--- src/rtl/vlsu_req_arbiter_if.sv ---
// Request handshake bus between the VLSU request arbiter and the fragmenter.
// The arbiter drives the request side through the master modport.
interface vlsu_req_arbiter_if #(
    parameter int unsigned REQ_BITS = 128,
    parameter int unsigned ID_BITS  = 1
);
    logic                riva_req_valid_o;
    logic                riva_req_ready_i;
    logic [REQ_BITS-1:0] riva_req_o;
    logic [ID_BITS-1:0]  riva_src_id_o;

    modport master (
        output riva_req_valid_o,
        input  riva_req_ready_i,
        output riva_req_o,
        output riva_src_id_o
    );

    modport slave (
        input  riva_req_valid_o,
        output riva_req_ready_i,
        input  riva_req_o,
        input  riva_src_id_o
    );
endinterface

--- src/rtl/vlsu_req_arbiter.sv ---
// Round-robin arbiter sharing the VLSU request fragmenter between NR_SRC
// sources. The granted request is registered and held until accepted; an
// outstanding counter limits in-flight requests, and direction changes wait
// for the counter to drain to zero.
// Optional statistics (grant_cnt_o, drain_cyc_o) are built when the macro
// VLSU_ARB_STATS_EN is defined.
module vlsu_req_arbiter #(
    parameter int unsigned NR_SRC          = 2,
    parameter int unsigned REQ_BITS        = 128,
    parameter int unsigned MAX_OUTSTANDING = 4,
    parameter int unsigned CNT_BITS        = 4
) (
    input  logic                       clk_i,
    input  logic                       rst_i,
    input  logic [NR_SRC-1:0]          src_valid_i,
    output logic [NR_SRC-1:0]          src_ready_o,
    input  logic [NR_SRC*REQ_BITS-1:0] src_req_i,
    input  logic [NR_SRC-1:0]          src_is_load_i,
    vlsu_req_arbiter_if.master         riva,
    input  logic                       done_valid_i,
    output logic [CNT_BITS-1:0]        outstanding_o,
    output logic                       busy_o,
    output logic                       err_o
`ifdef VLSU_ARB_STATS_EN
    ,
    output logic [NR_SRC*16-1:0]       grant_cnt_o,
    output logic [15:0]                drain_cyc_o
`endif
);
    localparam int unsigned ID_BITS = $clog2(NR_SRC);
    localparam logic [ID_BITS-1:0] LAST_IDX = ID_BITS'(NR_SRC - 1);

    typedef enum logic [1:0] {
        S_IDLE,
        S_HOLD,
        S_DRAIN
    } state_t;

    state_t              state;
    state_t              state_next;
    logic [ID_BITS-1:0]  rr_ptr;
    logic [ID_BITS-1:0]  win_idx;
    logic                win_found;
    logic                win_dir;
    logic                last_dir;
    logic                dir_ok;
    logic                credit_ok;
    logic                grant;
    logic                accept;
    logic [CNT_BITS-1:0] cnt;
    logic                err;

    assign credit_ok     = (cnt < CNT_BITS'(MAX_OUTSTANDING));
    assign win_dir       = src_is_load_i[win_idx];
    assign dir_ok        = (cnt == '0) || (win_dir == last_dir);
    assign grant         = (state == S_IDLE) && win_found && dir_ok;
    assign accept        = riva.riva_req_valid_o & riva.riva_req_ready_i;
    assign outstanding_o = cnt;
    assign err_o         = err;
    assign busy_o        = (cnt != '0) | riva.riva_req_valid_o;

    // Winner search: first eligible source starting at rr_ptr, wrapping modulo NR_SRC.
    always_comb begin
        int unsigned pos;
        pos       = 0;
        win_found = 1'b0;
        win_idx   = '0;
        for (int unsigned i = 0; i < NR_SRC; i++) begin
            pos = 32'(rr_ptr) + i;
            if (pos >= NR_SRC) begin
                pos = pos - NR_SRC;
            end
            if (!win_found && credit_ok && src_valid_i[ID_BITS'(pos)]) begin
                win_found = 1'b1;
                win_idx   = ID_BITS'(pos);
            end
        end
    end

    // State register.
    always_ff @(posedge clk_i) begin
        if (rst_i) begin
            state <= S_IDLE;
        end else begin
            state <= state_next;
        end
    end

    // Next-state logic.
    always_comb begin
        state_next = state;
        case (state)
            S_IDLE: begin
                if (win_found) begin
                    state_next = dir_ok ? S_HOLD : S_DRAIN;
                end
            end
            S_HOLD: begin
                if (riva.riva_req_ready_i) begin
                    state_next = S_IDLE;
                end
            end
            S_DRAIN: begin
                if (cnt == '0) begin
                    state_next = S_IDLE;
                end
            end
            default: state_next = S_IDLE;
        endcase
    end

    // Outputs: ready only on an issuable grant in S_IDLE, valid while holding.
    always_comb begin
        src_ready_o           = '0;
        riva.riva_req_valid_o = (state == S_HOLD);
        if (grant) begin
            src_ready_o[win_idx] = 1'b1;
        end
    end

    // Latch the granted request and advance the round-robin pointer past the winner.
    always_ff @(posedge clk_i) begin
        if (rst_i) begin
            riva.riva_req_o    <= '0;
            riva.riva_src_id_o <= '0;
            last_dir           <= 1'b0;
            rr_ptr             <= '0;
        end else if (grant) begin
            riva.riva_req_o    <= src_req_i[32'(win_idx)*REQ_BITS +: REQ_BITS];
            riva.riva_src_id_o <= win_idx;
            last_dir           <= win_dir;
            rr_ptr             <= (win_idx == LAST_IDX) ? '0 : win_idx + ID_BITS'(1);
        end
    end

    // Outstanding counter: +1 on accept, -1 on completion, sticky error on underflow.
    always_ff @(posedge clk_i) begin
        if (rst_i) begin
            cnt <= '0;
            err <= 1'b0;
        end else if (accept && !done_valid_i) begin
            cnt <= cnt + CNT_BITS'(1);
        end else if (done_valid_i && !accept) begin
            if (cnt == '0) begin
                err <= 1'b1;
            end else begin
                cnt <= cnt - CNT_BITS'(1);
            end
        end
    end

`ifdef VLSU_ARB_STATS_EN
    // Per-source saturating accept counters.
    always_ff @(posedge clk_i) begin
        for (int unsigned k = 0; k < NR_SRC; k++) begin
            if (rst_i) begin
                grant_cnt_o[k*16 +: 16] <= '0;
            end else if (accept && (riva.riva_src_id_o == ID_BITS'(k)) &&
                         (grant_cnt_o[k*16 +: 16] != '1)) begin
                grant_cnt_o[k*16 +: 16] <= grant_cnt_o[k*16 +: 16] + 16'd1;
            end
        end
    end

    // Saturating count of cycles spent draining before a direction change.
    always_ff @(posedge clk_i) begin
        if (rst_i) begin
            drain_cyc_o <= '0;
        end else if ((state == S_DRAIN) && (drain_cyc_o != '1)) begin
            drain_cyc_o <= drain_cyc_o + 16'd1;
        end
    end
`endif
endmodule
--- src/flat_wrapper.sv ---
// flat-port wrapper written by rule: the top's interface ports become plain ports
module vlsu_req_arbiter_flat 
#(
    parameter int unsigned NR_SRC          = 2,
    parameter int unsigned REQ_BITS        = 128,
    parameter int unsigned MAX_OUTSTANDING = 4,
    parameter int unsigned CNT_BITS        = 4
)
  (clk_i, rst_i, src_valid_i, src_ready_o, src_req_i, src_is_load_i, done_valid_i, outstanding_o, busy_o, err_o, riva_riva_req_valid_o, riva_riva_req_ready_i, riva_riva_req_o, riva_riva_src_id_o);
  vlsu_req_arbiter_if #(.REQ_BITS(REQ_BITS)) riva_i ();
  input  logic clk_i;
  input  logic rst_i;
  input  logic [NR_SRC-1:0] src_valid_i;
  output logic [NR_SRC-1:0] src_ready_o;
  input  logic [NR_SRC*REQ_BITS-1:0] src_req_i;
  input  logic [NR_SRC-1:0] src_is_load_i;
  input  logic done_valid_i;
  output logic [CNT_BITS-1:0] outstanding_o;
  output logic busy_o;
  output logic err_o;
  output wire logic [$bits(riva_i.riva_req_valid_o)-1:0] riva_riva_req_valid_o;
  input wire logic [$bits(riva_i.riva_req_ready_i)-1:0] riva_riva_req_ready_i;
  output wire logic [$bits(riva_i.riva_req_o)-1:0] riva_riva_req_o;
  output wire logic [$bits(riva_i.riva_src_id_o)-1:0] riva_riva_src_id_o;
  assign riva_riva_req_valid_o = riva_i.riva_req_valid_o;
  assign riva_i.riva_req_ready_i = riva_riva_req_ready_i;
  assign riva_riva_req_o = riva_i.riva_req_o;
  assign riva_riva_src_id_o = riva_i.riva_src_id_o;
  vlsu_req_arbiter #(.NR_SRC(NR_SRC), .REQ_BITS(REQ_BITS), .MAX_OUTSTANDING(MAX_OUTSTANDING), .CNT_BITS(CNT_BITS)) u_core (.clk_i(clk_i), .rst_i(rst_i), .src_valid_i(src_valid_i), .src_ready_o(src_ready_o), .src_req_i(src_req_i), .src_is_load_i(src_is_load_i), .riva(riva_i), .done_valid_i(done_valid_i), .outstanding_o(outstanding_o), .busy_o(busy_o), .err_o(err_o));
endmodule
--- config.mk ---
export PLATFORM = sky130hd
export DESIGN_NAME = vlsu_req_arbiter_flat
export DESIGN_NICKNAME = d
export VERILOG_FILES = /design/src/rtl/vlsu_req_arbiter_if.sv /design/src/rtl/vlsu_req_arbiter.sv /design/src/flat_wrapper.sv
export SDC_FILE = /design/constraint.sdc
export NUM_CORES = 1
export LEC_CHECK = 0
export ABC_AREA = 1
export CAP_MARGIN = 20
export CORE_AREA = 2 2 158 160
export CTS_BUF_LIST = sky130_fd_sc_hd__clkbuf_8 sky130_fd_sc_hd__clkbuf_16
export DETAILED_ROUTE_END_ITERATION = 10
export DIE_AREA = 0 0 160 162
export PLACE_DENSITY = 0.62
export SYNTH_ARGS = -nofsm -noshare
export SYNTH_HDL_FRONTEND = slang
export SYNTH_SLANG_ARGS = --single-unit
--- constraint.sdc ---
create_clock -name clk_i -period 2.25 [get_ports clk_i]
set_input_delay 0.225 -clock clk_i [delete_from_list [all_inputs] [get_ports clk_i]]
set_output_delay 0.225 -clock clk_i [all_outputs]
set_load 0.1 [all_outputs]
Fig. 1: run 1, congestion heat map
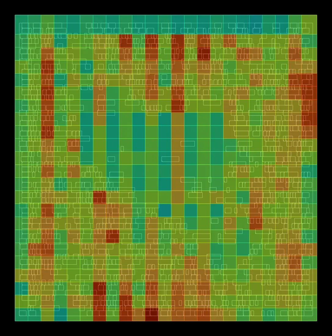
GR Util met1: 0.215
routed len/inst: 14.6 um
global-route usage over all layers: 0.190
busiest grt layer: met2

Fig. 2: run 1, zoomed window
Window x 68 to 93, y 36 to 61 um. Cells in gray, sequential cells in the stronger gray; small squares are vias.
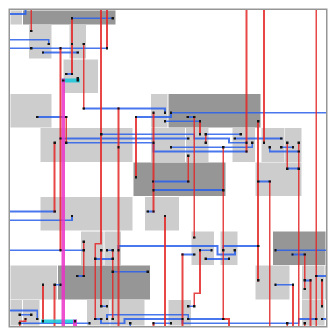
legend:
  met3:
    color: cyan
  met1:
    color: blue
  met4:
    color: magenta
  met2:
    color: red
sequential cells in the window: 4
netlist names of flops here include: u_core.riva.riva_req_o (4)
most frequent: nand2_1 (6), a21oi_1 (5), buf_4 (5)
cells with their middle in the window: 30

==> deck_impl_summary.md, run 1 <==
Synthesis and Place & Route Summary

Synth
  – Mux frac, synth: 0
  – Syn Area/Cell: 6.55 um^2
  – Yosys chip area: 6950 um^2
  – Yosys adder share: 0.0101

Timing
  – Pins Over Slew Limit: 0
  – Setup Viol. Count Final: 0
  – RSZ-0062 raised after global routing: no
  – Hold Vio Cnt, Final: 0
  – Max Freq: 477 MHz
  – Worst slew pin tran: 0.584 ns

Finish
  – Final core occ: 0.479
  – Final #Nets: 1685
  – Design Area, Final: 11500 um^2
  – Fin cells: 1753
  – Layout cells sized above 1: 0.145
  – Max reg flops: 128
  – Area delta synth->final: 66.0%

Critical path
  – Crit path arrival time: 1.87 ns
  – Critical Path Start: u_core.outstanding_o[3]
  – FF-to-FF Start: u_core.state[1]
  – Slowest stage delay, CP: 0.35 ns
  – Critical path's top delay family: simple AND/OR/NAND/NOR gates
  – Slowest cell on crit path: dfxtp_2
  – Crit path max fanout: 4

Floorplanning
  – Die Y: 162 um
  – Top Ports: 402
  – Row cnt: 57

Placed design
  – Placed cell area: 11000 um^2
  – Placed Cells incl. Taps: 1720
  – Post-DP HPWL: 18500 um
  – Pre-CTS WS: 0.123 ns

Route
  – Vias/cell: 4.52
  – Post-route ant nets: 0
  – Router iterations before antenna repair: 4
  – WL final: 25600 um
  – Top sig layer: met4
  – WL met3: 2170 um

GRT
  – GR Layer Usage met2: 0.333
  – Grt ovf: 0
  – Met3 Use GR: 0.0689

Worst hold path
  – Worst hold path startpoint: rst_i
  – Worst min path class: in2reg

Run
  – Tool warnings: 30
  – Maximum capacitance violations: 0

Clock network
  – CTS sink count: 138
  – Setup repair bufs after CTS: 0
  – Root Driver: clkbuf_16
  – Clk latency late pin: 0.42 ns
  – Clock slew at reported path FFs: 0.06 ns
  – Clock Path Buffers: 2

Power and ir drop
  – Leakage power: 5.22 nW
  – Maximum vdd drop: 813 uV

Outcome
  – Status: finished clean
Fig. 3: run 1, where the registers sit
(1.5 px per um) Other sequential cells in the stronger gray, the rest of the logic in the fainter gray.
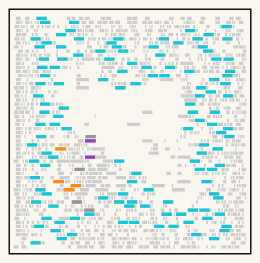
legend:
  u_core.outstanding_o:
    color: orange
    flops: 4
  u_core.riva.riva_req_o:
    color: cyan
    flops: 128
    where: widely spread
  u_core.state:
    color: purple
    flops: 2
not colored: 4

Fig. 4: run 1, I/O pins on the die edge
(3 px per um) Pins as bars across the die edge, other pins in gray.
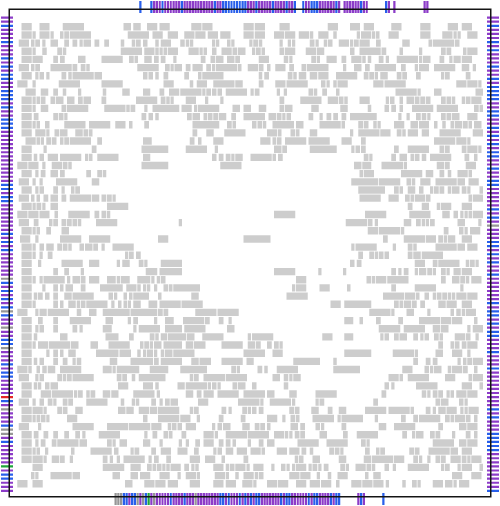
legend:
  src_ready_o:
    color: green
    pins: 2
    direction: output
    edge: 1 left, 1 bottom
  riva_riva_req_o:
    color: blue
    pins: 128
    direction: output
    edge: 42 right, 35 left, 26 bottom, 25 top
  src_req_i:
    color: purple
    pins: 256
    direction: input
    edge: 74 right, 73 left, 57 top, 52 bottom
  riva_riva_req_ready_i:
    color: red
    pins: 1
    direction: input
    edge: left
all pins by edge: 117 left, 117 right, 86 bottom, 82 top

## run 1: synth_stat cells
master    instances  area share
fa_1              1      0.0029
a21o_1            1      0.0011
a21oi_1         137       0.099
nand3_1         131       0.094
nand3_2           2      0.0029
dfxtp_1         138        0.40
a211oi_1          1      0.0011
xnor2_1           1      0.0013
o211ai_1          1      0.0011
ha_1              4      0.0072
nor2_4            1      0.0016
buf_1             4      0.0022
nand4_1           2      0.0018
nand2_1         271        0.15
o21ai_0         131       0.094
buf_6             9       0.015
nor3_4            1      0.0023
xor2_1            2      0.0025
clkbuf_1         42       0.023
o21ai_1           1     0.00072
nor2_1            7      0.0038
nand2_2           1     0.00090
inv_1           143       0.077
buf_2            30       0.022
## run 1: cells in the final DEF, fill, tap and decap left out, types with 3 or more instances in the layout
cell	n
dfxtp_2	5
nand3_4	3
clkdlybuf4s50_1	262
nor2_1	5
nand2_1	271
clkbuf_16	17
o21ai_0	130
nor2_4	3
inv_1	142
dfxtp_1	133
nand3_1	130
buf_4	143
a21oi_1	136
clkinvlp_4	7
inv_6	4
buf_12	15
## run 1: worst paths after layout
path	slack, ns	to	cells past startpoint
max	0.15	src_ready_o[0]	9
min	0.28	u_core.riva.riva_req_o[123]	2
max reg2reg	0.31	u_core.outstanding_o[3]	11
min reg2reg	0.46	u_core.riva.riva_req_o[91]	2
## run 1: cell type report
cell class                      count  area, um^2
Inverter                          143         541
Timing Repair Buffer              420        4000
Clock inverter                     14         101
Antenna cell                        1        2.50
Fill cell                        2487       12600
Multi-Input combinational cell    696        3300
Tap cell                          324         405
Clock buffer                       17         425
Sequential cell                   138        2770
## run 1: power breakdown
part	internal [mW]	switching [mW]
registers	3.36	0.507
logic	3.37	10.5
clock network	1.40	1.14
--- run 2 (diff from run 1) ---
--- a/config.mk
+++ b/config.mk
@@ -9,6 +9,7 @@
 export CAP_MARGIN = 20
 export CORE_AREA = 2 2 158 160
 export CTS_BUF_LIST = sky130_fd_sc_hd__clkbuf_8 sky130_fd_sc_hd__clkbuf_16
+export CTS_CLUSTER_SIZE = 30
 export DETAILED_ROUTE_END_ITERATION = 10
 export DIE_AREA = 0 0 160 162
 export PLACE_DENSITY = 0.62
Fig. 5: run 2, I/O pins on the die edge
(3 px per um) Pins as bars across the die edge, other pins in gray.
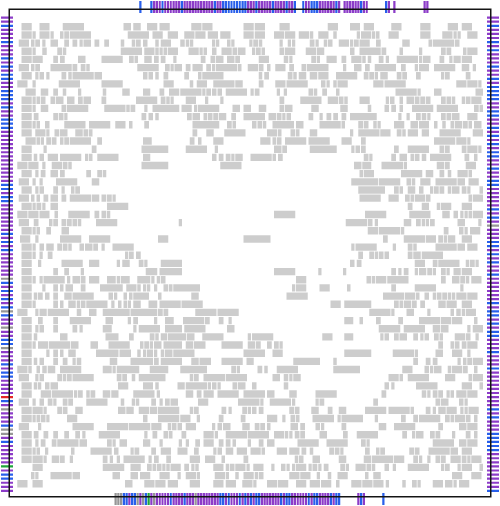
legend:
  riva_riva_req_o:
    color: blue
    pins: 128
    direction: output
    edge: 42 right, 35 left, 26 bottom, 25 top
  src_req_i:
    color: purple
    pins: 256
    direction: input
    edge: 74 right, 73 left, 57 top, 52 bottom
  riva_riva_req_ready_i:
    color: red
    pins: 1
    direction: input
    edge: left
  src_ready_o:
    color: green
    pins: 2
    direction: output
    edge: 1 left, 1 bottom

==> deck_impl_summary.md, run 2 <==
Synthesis and Place & Route Summary

Synth
  – Top cells by area, synth: dfxtp_1 40%, nand2_1 15%, a21oi_1 9.9%, nand3_1 9.4%, o21ai_0 9.4% (unchanged)
  – Dominant Register Cell: dfxtp_1 (unchanged)
  – Nets at Floorplan: 1331 (unchanged)
  – Top-area cell share: 0.397 (unchanged)
  – Mapped cell area: 6950 um^2 (unchanged)
  – Cell taking the most area after synthesis: dfxtp_1 (unchanged)
  – Yosys chip area: 6950 um^2 (unchanged)
  – Yosys cell count: 1062 (unchanged)
  – Count leader, synth: nand2_1 (unchanged)
  – EDFF count, synth: 0 (unchanged)
  – Synth Register Bits: 138 (unchanged)
  – Asr flop ratio synth: 0 (unchanged)
  – Instance tally after logic synthesis: 1062 (unchanged)
  – Most frequent cells after synthesis: 271 x nand2_1, 143 x inv_1, 138 x dfxtp_1, 137 x a21oi_1 (unchanged)
  – Sequential element share of the synthesized area: 0.397 (unchanged)
  – Syn Area/Cell: 6.55 um^2 (unchanged)

Finish
  – Design Area, Final: 11500 um^2 (unchanged)
  – Max reg flops: 128 (unchanged)
  – Layout cells sized above 1: 0.145 (unchanged)
  – Most instantiated logic cells after routing: 271 x nand2_1, 262 x clkdlybuf4s50_1, 143 x buf_4 (unchanged)
  – Final #Nets: 1685 (unchanged)
  – Fin cells: 1753 (unchanged)
  – Fillers: 2487 (unchanged)
  – Final core occ: 0.479 (unchanged)
  – Flop area: 2770 um^2 (unchanged)
  – Area delta synth->final: 66.0% (unchanged)
  – Gate Area: 3300 um^2 (unchanged)
  – Most frequent logic cell in the layout: nand2_1 (unchanged)

Timing
  – Setup Viol. Count Final: 0 (unchanged)
  – Hold Vio Cnt, Final: 0 (unchanged)
  – RSZ-0062 raised after global routing: no (unchanged)
  – Pins Over Slew Limit: 0 (unchanged)
  – Relative slew margins: 0.611 (unchanged)
  – Setup TNS: 0 ns (unchanged)
  – Worst slew pin tran: 0.584 ns (unchanged)
  – Period utilization: 0.932 (unchanged)
  – Max Freq: 477 MHz (unchanged)

Clock network
  – Setup repair bufs after CTS: 0 (unchanged)
  – CTS Buf Count: 17 (unchanged)
  – Clk latency late pin: 0.42 ns (about the same)
  – Clock slew at reported path FFs: 0.06 ns (about the same)
  – CTS sink count: 138 (unchanged)
  – Root Driver: clkbuf_16 (unchanged)
  – CTS tree: built (unchanged)
  – H-tree Lvls: 4 (unchanged)
  – Clock Path Buffers: 2 (unchanged)

Floorplanning
  – Die Y: 162 um (unchanged)
  – Die Wd: 160 um (unchanged)
  – Top Ports: 402 (unchanged)
  – Row cnt: 57 (unchanged)
  – Die Size: 25900 um^2 (unchanged)

Placed design
  – Pre-CTS WS: 0.123 ns (unchanged)
  – Post-DP HPWL: 18500 um (unchanged)
  – # port buffers: 401 (unchanged)
  – Placed cell area: 11000 um^2 (unchanged)
  – Placed Cells incl. Taps: 1720 (unchanged)

Power and ir drop
  – Maximum vdd drop: 813 uV (unchanged)
  – Pwr Density: 1760 nW/um^2 (unchanged)
  – Leakage power: 5.22 nW (unchanged)

Route
  – Vias/cell: 4.52 (unchanged)
  – Router iterations before antenna repair: 4 (unchanged)
  – Routed len/inst: 14.6 um (unchanged)
  – WL final: 25600 um (unchanged)
  – Post-route ant nets: 0 (unchanged)
  – DR iter-0 viols: 430 (unchanged)

Critical path
  – Cells along the critical path: nor2_4 -> nand3_4 -> nand2_1 -> nand2_1 -> nand2_1 -> nand3_4 -> nand3_4 -> clkinvlp_4 -> buf_12 (unchanged)
  – Critical path's top delay family: simple AND/OR/NAND/NOR gates (unchanged)
  – Critical Path Start: u_core.outstanding_o[3] (unchanged)
  – Crit path capture type: output pin (unchanged)
  – Crit path max fanout: 4 (unchanged)
  – Slowest stage delay, CP: 0.35 ns (about the same)
  – Crit path arrival time: 1.87 ns (about the same)
  – Slowest cell on crit path: dfxtp_2 (unchanged)
  – FF-to-FF Start: u_core.state[1] (unchanged)
  – Critical path class: reg2out (unchanged)

Run
  – Tool warnings: 30 (unchanged)
  – Maximum capacitance violations: 0 (unchanged)

GRT
  – Initial antenna violation count: 2 (unchanged)
  – First-pass GRT wire length: 39200 um (unchanged)
  – Global-route usage over all layers: 0.190 (unchanged)
  – Pin count of the biggest net entering global routing: 148 (unchanged)
  – Grt ovf: 0 (unchanged)
  – Vias in the first global route: 7547 (unchanged)

Worst hold path
  – Worst hold path startpoint: rst_i (unchanged)
  – Worst min path class: in2reg (unchanged)

Outcome
  – Status: finished clean (unchanged)
## run 2: cell counts in the layout (fill, tap and decap cells not counted)
Identical to the previous run, type by type.
## run 2: area by class of cell
class                   count  share of cell area
flip-flops and latches    138               0.240
clock inverters            14             0.00878
inverters                 143              0.0468
repair buffers            420               0.346
well taps                 324              0.0351
diodes                      1            0.000217
multi-input cells         696               0.286
clock buffers              17              0.0369
## run 2: final timing paths
path | endpoint | slack [ns] | depth (start not counted)
hold / removal | u_core.riva.riva_req_o[123] | 0.28 | 2
setup reg to reg | u_core.outstanding_o[3] | 0.31 | 11
setup / recovery | src_ready_o[0] | 0.15 | 9
hold reg to reg | u_core.riva.riva_req_o[91] | 0.46 | 2
## run 2: per-layer routing
| metal | up-vias | track usage | wire length [um] |
|---|---|---|---|
| li1 | 4108 | - | - |
| met1 | 3497 | 0.215 | 10500 |
| met2 | 289 | 0.333 | 12400 |
| met3 | 28 | 0.0689 | 2170 |
| met4 | 0 | 0.0594 | 520 |
| met5 | - | 0 | 0 |
## run 2: kinds of logic after synthesis
logic type / Yosys count / synth area share
AND-OR/OR-AND: 272 / 0.197
adder cells (fa/ha/maj): 5 / 0.0101
flip-flops: 138 / 0.397
AND/OR/NAND/NOR: 416 / 0.254
XOR/XNOR: 3 / 0.00378
buffers and inverters: 228 / 0.138
## run 2: where the power goes
part / leakage, nW / total, mW / switching, mW / internal (mW)
Sequential: 1.13 / 3.86 / 0.507 / 3.36
Combinational: 3.84 / 13.8 / 10.5 / 3.37
Clock: 0.247 / 2.55 / 1.14 / 1.40
## run 2: worst register-to-register path: cells and delay by family, from the launching register on
family,cells,cell delay [ns]
AOI/OAI and AO/OA,3,0.46
xor gates and xnor gates,1,0.16
buffers and inverters,2,0.15
DFF,1,0.49
adders and majority gates,2,0.39
and+or+nand+nor,3,0.22
--- run 3 (diff from run 2) ---
--- a/config.mk
+++ b/config.mk
@@ -13,6 +13,7 @@
 export DETAILED_ROUTE_END_ITERATION = 10
 export DIE_AREA = 0 0 160 162
 export PLACE_DENSITY = 0.62
+export SLEW_MARGIN = 20
 export SYNTH_ARGS = -nofsm -noshare
 export SYNTH_HDL_FRONTEND = slang
 export SYNTH_SLANG_ARGS = --single-unit
Fig. 6: run 3, zoomed window
Window x 68 to 93, y 36 to 61 um. Cells in gray, sequential cells in the stronger gray; small squares are vias.
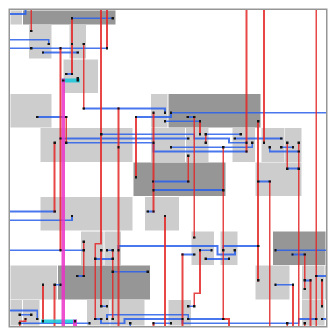
legend:
  met1:
    color: blue
  met4:
    color: magenta
  met2:
    color: red
  met3:
    color: cyan
sequential cells in the window: 4
netlist names of flops here include: u_core.riva.riva_req_o (4)
cells with their middle in the window: 30
most frequent: nand2_1 (6), a21oi_1 (5), buf_4 (5)

==> deck_impl_summary.md, run 3 <==
Synthesis and Place & Route Summary

Synth
  – Syn Area/Cell: 6.55 um^2 (unchanged)
  – Most frequent cells after synthesis: 271 x nand2_1, 143 x inv_1, 138 x dfxtp_1, 137 x a21oi_1 (unchanged)
  – EDFF count, synth: 0 (unchanged)
  – Top-area cell share: 0.397 (unchanged)
  – Count leader, synth: nand2_1 (unchanged)
  – Dominant Register Cell: dfxtp_1 (unchanged)
  – Cell taking the most area after synthesis: dfxtp_1 (unchanged)
  – Nets at Floorplan: 1331 (unchanged)
  – Sequential element share of the synthesized area: 0.397 (unchanged)
  – Asr flop ratio synth: 0 (unchanged)

Power and ir drop
  – Sw frac: 0.599 (unchanged)
  – Sequential Power Share: 0.191 (about the same)
  – Pwr Density: 1760 nW/um^2 (unchanged)
  – Gate power share: 0.684 (about the same)
  – Leakage power: 5.22 nW (unchanged)
  – Internal power: 8.13 mW (unchanged)
  – Maximum vdd drop: 813 uV (unchanged)
  – Psw: 12.1 mW (unchanged)

GRT
  – Initial antenna violation count: 2 (unchanged)
  – Pin count of the biggest net entering global routing: 148 (unchanged)
  – First-pass GRT wire length: 39200 um (unchanged)

Outcome
  – Status: finished clean (unchanged)

Placed design
  – Placed cell area: 11000 um^2 (unchanged)
  – Post-DP HPWL: 18500 um (unchanged)
  – Placed Cells incl. Taps: 1720 (unchanged)
  – # port buffers: 401 (unchanged)

Run
  – Tool warnings: 30 (unchanged)
  – Maximum capacitance violations: 0 (unchanged)

Critical path
  – Slowest cell on crit path: dfxtp_2 (unchanged)
  – Crit path arrival time: 1.87 ns (about the same)
  – Slowest stage delay, CP: 0.35 ns (about the same)
  – Cells along the critical path: nor2_4 -> nand3_4 -> nand2_1 -> nand2_1 -> nand2_1 -> nand3_4 -> nand3_4 -> clkinvlp_4 -> buf_12 (unchanged)
  – Critical path's top delay family: simple AND/OR/NAND/NOR gates (unchanged)
  – Critical path class: reg2out (unchanged)

Timing
  – Pins Over Slew Limit: 0 (unchanged)
  – RSZ-0062 raised after global routing: no (unchanged)
  – Hold Vio Cnt, Final: 0 (unchanged)
  – Max Freq: 477 MHz (unchanged)
  – Setup TNS: 0 ns (unchanged)
  – Relative slew margins: 0.611 (unchanged)
  – Setup Viol. Count Final: 0 (unchanged)

Finish
  – Area delta synth->final: 66.0% (unchanged)
  – Layout cells sized above 1: 0.145 (unchanged)
  – Max reg flops: 128 (unchanged)
  – Final core occ: 0.479 (unchanged)
  – Fin cells: 1753 (unchanged)
  – Design Area, Final: 11500 um^2 (unchanged)
  – Final #Nets: 1685 (unchanged)
  – Most instantiated logic cells after routing: 271 x nand2_1, 262 x clkdlybuf4s50_1, 143 x buf_4 (unchanged)

Floorplanning
  – Die Size: 25900 um^2 (unchanged)
  – Die Wd: 160 um (unchanged)
  – Die Y: 162 um (unchanged)

Route
  – Routed len/inst: 14.6 um (unchanged)
  – Router iterations before antenna repair: 4 (unchanged)
  – Vias/cell: 4.52 (unchanged)
  – Post-route ant nets: 0 (unchanged)
  – DR iter-0 viols: 430 (unchanged)

Clock network
  – Clock slew at reported path FFs: 0.06 ns (about the same)
  – Root Driver: clkbuf_16 (unchanged)
  – Clock Path Buffers: 2 (unchanged)
  – H-tree Lvls: 4 (unchanged)

Worst hold path
  – Worst min path class: in2reg (unchanged)
run 3: logic make-up (layout without fill, tap and decap cells):
family / count (synthesis) / count (layout) / synth area share
DFF: 138 / 138 / 0.397
other: 0 / 1 / 0
xor gates and xnor gates: 3 / 3 / 0.00378
adders and majority gates: 5 / 5 / 0.0101
and+or+nand+nor: 416 / 416 / 0.254
AOI/OAI and AO/OA: 272 / 272 / 0.197
buffers and inverters: 228 / 594 / 0.138
run 3: timing repair:
action | in CTS | in global routing
gates resized | 1 | 1
endpoints found under the setup margin | 1 | 1
endpoints found under the hold margin | 0 | 0
buffers inserted | 0 | 1
run 3: final timing paths:
kind | start | endpoint | slack (ns) | cells past startpoint
setup / recovery | u_core.outstanding_o[3] | src_ready_o[0] | 0.15 | 9
hold / removal | rst_i | u_core.riva.riva_req_o[123] | 0.28 | 2
setup reg to reg | u_core.state[1] | u_core.outstanding_o[3] | 0.31 | 11
hold reg to reg | u_core.riva.riva_req_o[91] | u_core.riva.riva_req_o[91] | 0.46 | 2
run 3: final cells by class:
class                      instances  area [um^2]
fill                            2487        12600
timing repair buffer             420         4000
multi-input combinational        696         3300
sequential                       138         2770
inverter                         143          541
clock buffer                      17          425
tap                              324          405
clock inverter                    14          101
antenna                            1         2.50
run 3: per-layer routing:
layer,wire [um],GRT usage
met4,520,0.0594
met5,0,0
met3,2170,0.0689
met1,10500,0.215
met2,12400,0.333
run 3: power by group through the flow:
stage          Sequential, mW  Combinational, mW  Clock [mW]
3_3_place_gp             3.87               13.9           0
3_5_place_dp             3.90               13.9           0
2_1_floorplan            10.0               4.36           0
6_report                 3.86               13.8        2.55
5_1_grt                  3.98               14.6        2.75
4_1_cts                  3.86               13.9        2.64
Power and IR drop assume default switching activity.
